**Signal wires by layer**

Scale bar: 20 µm. Two of the layers only.
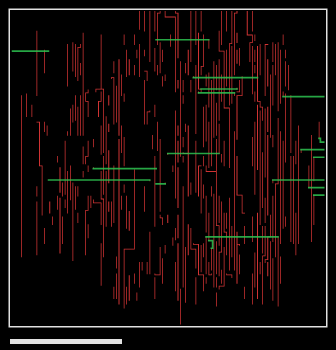
**Placement density heat map**

11 x 11 tiles, from black (low) to pale yellow (high), 0 to 100% covered.
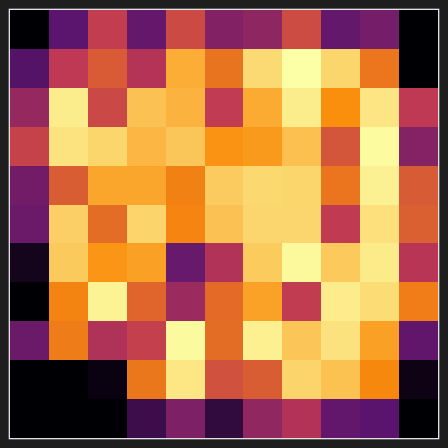
**Cells colored by class**

Scale bar: 20 µm. Fill, decap, tap and diode cells in gray.
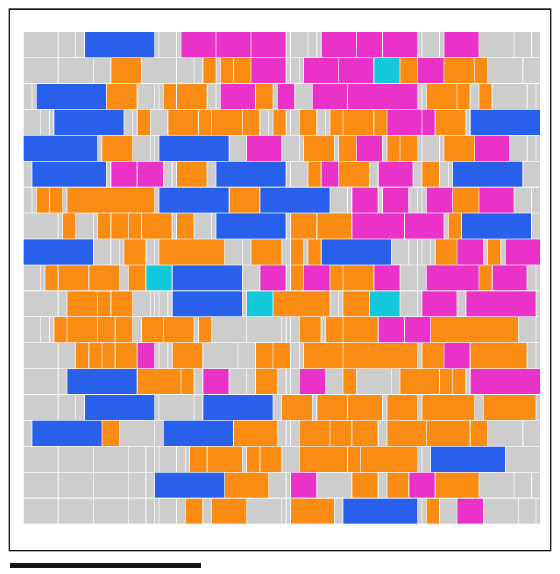
**Routing congestion map**

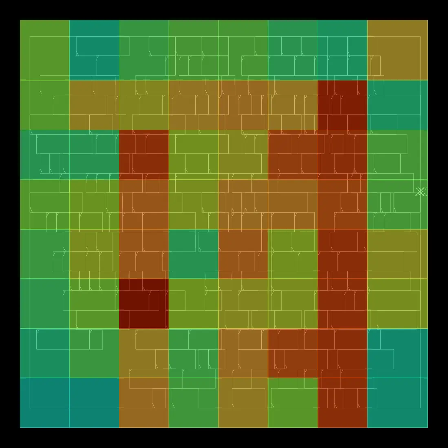
**Sequential cells grouped by signal name**

Scale bar: 20 µm. Other sequential cells in the stronger gray, the rest of the logic in the fainter gray.
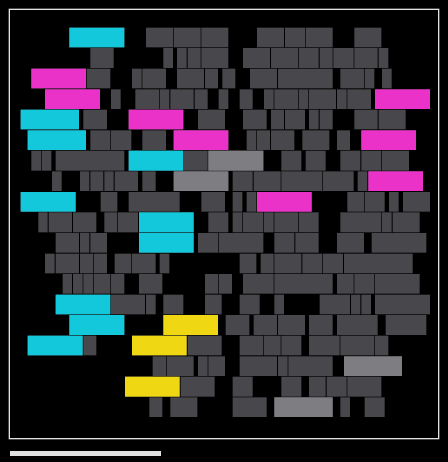
==> src/rtl/uart_pkg.sv <==
`default_nettype none
// ============================================================================
// Module   : uart_pkg
// Brief    : Shared state encoding and frame constants for the UART transmitter.
// Revision : 1.0
// ============================================================================
package uart_pkg;

  localparam int FRAME_BITS = 10;
  localparam int DATA_BITS  = 8;

  typedef enum logic [1:0] {
    ST_IDLE  = 2'd0,
    ST_START = 2'd1,
    ST_DATA  = 2'd2,
    ST_STOP  = 2'd3
  } tx_state_t;

endpackage
`default_nettype wire

==> src/rtl/uart_tx_shifter.sv <==
`default_nettype none
// ============================================================================
// Module   : uart_tx_shifter
// Brief    : 8N1 serialiser: baud counter, bit counter, shift register, tx line.
// Revision : 1.0
// ============================================================================
module uart_tx_shifter
  import uart_pkg::*;
#(
  parameter int DIV = 868
) (
  input  logic                 clk_i,
  input  logic                 rst_i,
  input  logic                 start_i,
  input  logic [DATA_BITS-1:0] data_i,
  output logic                 tx_o,
  output logic                 busy_o
);

  localparam int                 c_CNT_W     = (DIV > 1) ? $clog2(DIV) : 1;
  localparam logic [c_CNT_W-1:0] c_BAUD_LAST = c_CNT_W'(DIV - 1);
  localparam logic [c_CNT_W-1:0] c_BAUD_ONE  = c_CNT_W'(1);
  localparam logic [2:0]         c_BIT_LAST  = 3'(DATA_BITS - 1);

  tx_state_t              r_state;
  tx_state_t              w_state_next;
  logic [c_CNT_W-1:0]     r_baud;
  logic [2:0]             r_bit;
  logic [DATA_BITS-1:0]   r_shift;
  logic                   w_tick;
  logic                   w_tx;

  assign w_tick = (r_baud == c_BAUD_LAST);

  always_comb begin
    w_state_next = r_state;
    case (r_state)
      ST_IDLE:  if (start_i) w_state_next = ST_START;
      ST_START: if (w_tick) w_state_next = ST_DATA;
      ST_DATA:  if (w_tick && (r_bit == c_BIT_LAST)) w_state_next = ST_STOP;
      ST_STOP:  if (w_tick) w_state_next = ST_IDLE;
      default:  w_state_next = ST_IDLE;
    endcase
  end

  always_ff @(posedge clk_i) begin
    if (rst_i) begin
      r_state <= ST_IDLE;
      r_baud  <= '0;
      r_bit   <= '0;
      r_shift <= '0;
    end else begin
      r_state <= w_state_next;
      if (r_state == ST_IDLE) begin
        r_baud <= '0;
        r_bit  <= '0;
        if (start_i) r_shift <= data_i;
      end else begin
        r_baud <= w_tick ? '0 : r_baud + c_BAUD_ONE;
        // LSB is always the bit on the line; shift once per completed data bit
        if ((r_state == ST_DATA) && w_tick) begin
          r_shift <= r_shift >> 1;
          r_bit   <= (r_bit == c_BIT_LAST) ? '0 : r_bit + 3'd1;
        end
      end
    end
  end

  always_comb begin
    w_tx = 1'b1;
    case (r_state)
      ST_START: w_tx = 1'b0;
      ST_DATA:  w_tx = r_shift[0];
      default:  w_tx = 1'b1;
    endcase
  end

  assign tx_o   = w_tx;
  assign busy_o = (r_state != ST_IDLE);

endmodule
`default_nettype wire

==> src/rtl/uart_tx_arbiter.sv <==
`default_nettype none
// ============================================================================
// Module   : uart_tx_arbiter
// Brief    : Two-requester round-robin front end feeding one 8N1 UART transmitter.
// Revision : 1.0
// ============================================================================
module uart_tx_arbiter
  import uart_pkg::*;
#(
  parameter int CLK_HZ = 100_000_000,
  parameter int BAUD   = 115200
) (
  input  logic                 clk_i,
  input  logic                 rst_i,
  input  logic                 valid0_i,
  input  logic [DATA_BITS-1:0] data0_i,
  output logic                 ready0_o,
  input  logic                 valid1_i,
  input  logic [DATA_BITS-1:0] data1_i,
  output logic                 ready1_o,
  output logic                 tx_o,
  output logic                 busy_o,
  output logic                 grant_o
);

  localparam int c_DIV = CLK_HZ / BAUD;

  generate
    if (c_DIV < 2) begin : g_div_check
      $error("uart_tx_arbiter: CLK_HZ/BAUD must be at least 2");
    end
  endgenerate

  logic                 w_busy;
  logic                 w_idle;
  logic                 w_pick1;
  logic                 w_ready0;
  logic                 w_ready1;
  logic                 w_start;
  logic [DATA_BITS-1:0] w_data;
  logic                 r_grant;
  logic                 r_last_grant;

  // Requester 1 wins when alone or when requester 0 owned the previous frame
  assign w_idle   = !rst_i && !w_busy;
  assign w_pick1  = valid1_i && (!valid0_i || !r_last_grant);
  assign w_ready1 = w_idle && w_pick1;
  assign w_ready0 = w_idle && valid0_i && !w_pick1;
  assign w_start  = w_ready0 || w_ready1;
  assign w_data   = w_ready1 ? data1_i : data0_i;

  always_ff @(posedge clk_i) begin
    if (rst_i) begin
      r_grant      <= 1'b0;
      r_last_grant <= 1'b1;
    end else if (w_start) begin
      r_grant      <= w_pick1;
      r_last_grant <= w_pick1;
    end
  end

  uart_tx_shifter #(
    .DIV (c_DIV)
  ) u_shifter (
    .clk_i   (clk_i),
    .rst_i   (rst_i),
    .start_i (w_start),
    .data_i  (w_data),
    .tx_o    (tx_o),
    .busy_o  (w_busy)
  );

  assign ready0_o = w_ready0;
  assign ready1_o = w_ready1;
  assign busy_o   = w_busy;
  assign grant_o  = r_grant;

endmodule
`default_nettype wire

==> config.mk <==
export PLATFORM = sky130hd
export DESIGN_NAME = uart_tx_arbiter
export DESIGN_NICKNAME = d
export VERILOG_FILES = /design/src/rtl/uart_pkg.sv /design/src/rtl/uart_tx_shifter.sv /design/src/rtl/uart_tx_arbiter.sv
export SDC_FILE = /design/constraint.sdc
export NUM_CORES = 1
export LEC_CHECK = 0
export CAP_MARGIN = 0
export CORE_UTILIZATION = 47
export DETAILED_ROUTE_END_ITERATION = 6
export GPL_TIMING_DRIVEN = 0
export PLACE_DENSITY = 0.76
export SLEW_MARGIN = 40
export SYNTH_ARGS = -nofsm -noshare
export SYNTH_HDL_FRONTEND = slang
export SYNTH_SLANG_ARGS = --single-unit
export TNS_END_PERCENT = 20
==> constraint.sdc <==
create_clock -name clk_i -period 1.8 [get_ports clk_i]
set_clock_uncertainty 0.1 [all_clocks]
set_input_delay 0.18 -clock clk_i [delete_from_list [all_inputs] [get_ports clk_i]]
set_output_delay 0.18 -clock clk_i [all_outputs]
set_load 0.1 [all_outputs]
==> deck_impl_summary.md <==
Synthesis and Place & Route Summary

Synthesis
  – Synth top cells by count: 25 x dfxtp_1, 17 x nand2_1, 13 x inv_1
  – Share of the synthesized area in the top cell type: 35.6%
  – Yosys simple share: 26.0%
  – Syn_area_per_cell: 8.73 µm²

Setup path
  – Critical path's slowest cell: dfxtp_2
  – Worst-path maximum fanout: 5
  – FF-to-FF End: u_shifter.r_shift[7]
  – Data arrival, critical path: 1600 ps

Outcome
  – Status: finished, violations left
  – Failing checks: DRC, setup timing

Global routing
  – Met2 Use GR: 40.5%
  – Vias in the first global route: 1264
  – Grt total ovfl: 0
  – Met1 GRT Util: 27.7%

Min path
  – Hold_sp: data1_i[7]

Pwr
  – Final Power: 0.00263 W
  – Clock share of power: 10.8%
  – Cell Pwr Density: 1330 mW/mm²

Final timing
  – PnR worst setup slack: -83.1 ps
  – Max-slew violation count: 0
  – Final-report setup violation count: 4

Die
  – Well Taps: 31

Finish
  – Comb/total area: 44.9%

Clock network
  – CTS tree: yes

Routing
  – DR vias/cell: 5.68
  – Met1 wire length: 1590 µm
  – Residual DRC count: 3
Notes on 'signal wires by layer' above:
color	layer	wire length
green	M3	124 µm
red	M2	1840 µm

Notes on 'placement density heat map' above:
emptiest ninth of the die	south-west
mean over tiles	60%
nearly empty tiles	8.3%
tiles over 75% full	41%
fullest tile	100%
core area: 0.00281 mm²
initial core utilization: 50.1%
post-layout util: 70.4%

Notes on 'cells colored by class' above:
color	class	cells
cyan	clock drivers and dummy loads	4
magenta	remaining buffers and delay cells	49
orange	remaining logic cells	127
blue	registers	25

Notes on 'routing congestion map' above:
GRT Total Usage: 23.4%
met3 GRT Util: 4.61%

Notes on 'sequential cells grouped by signal name' above:
color	netlist name	sequential cells
cyan	`u_shifter.r_baud`	10
magenta	`u_shifter.r_shift`	8
yellow	`u_shifter.r_bit`	3
sequential power: 0.000712 W
sequential cell area share: 25.6%
register area: 505 µm²

Power is estimated from default activity; no workload was simulated.
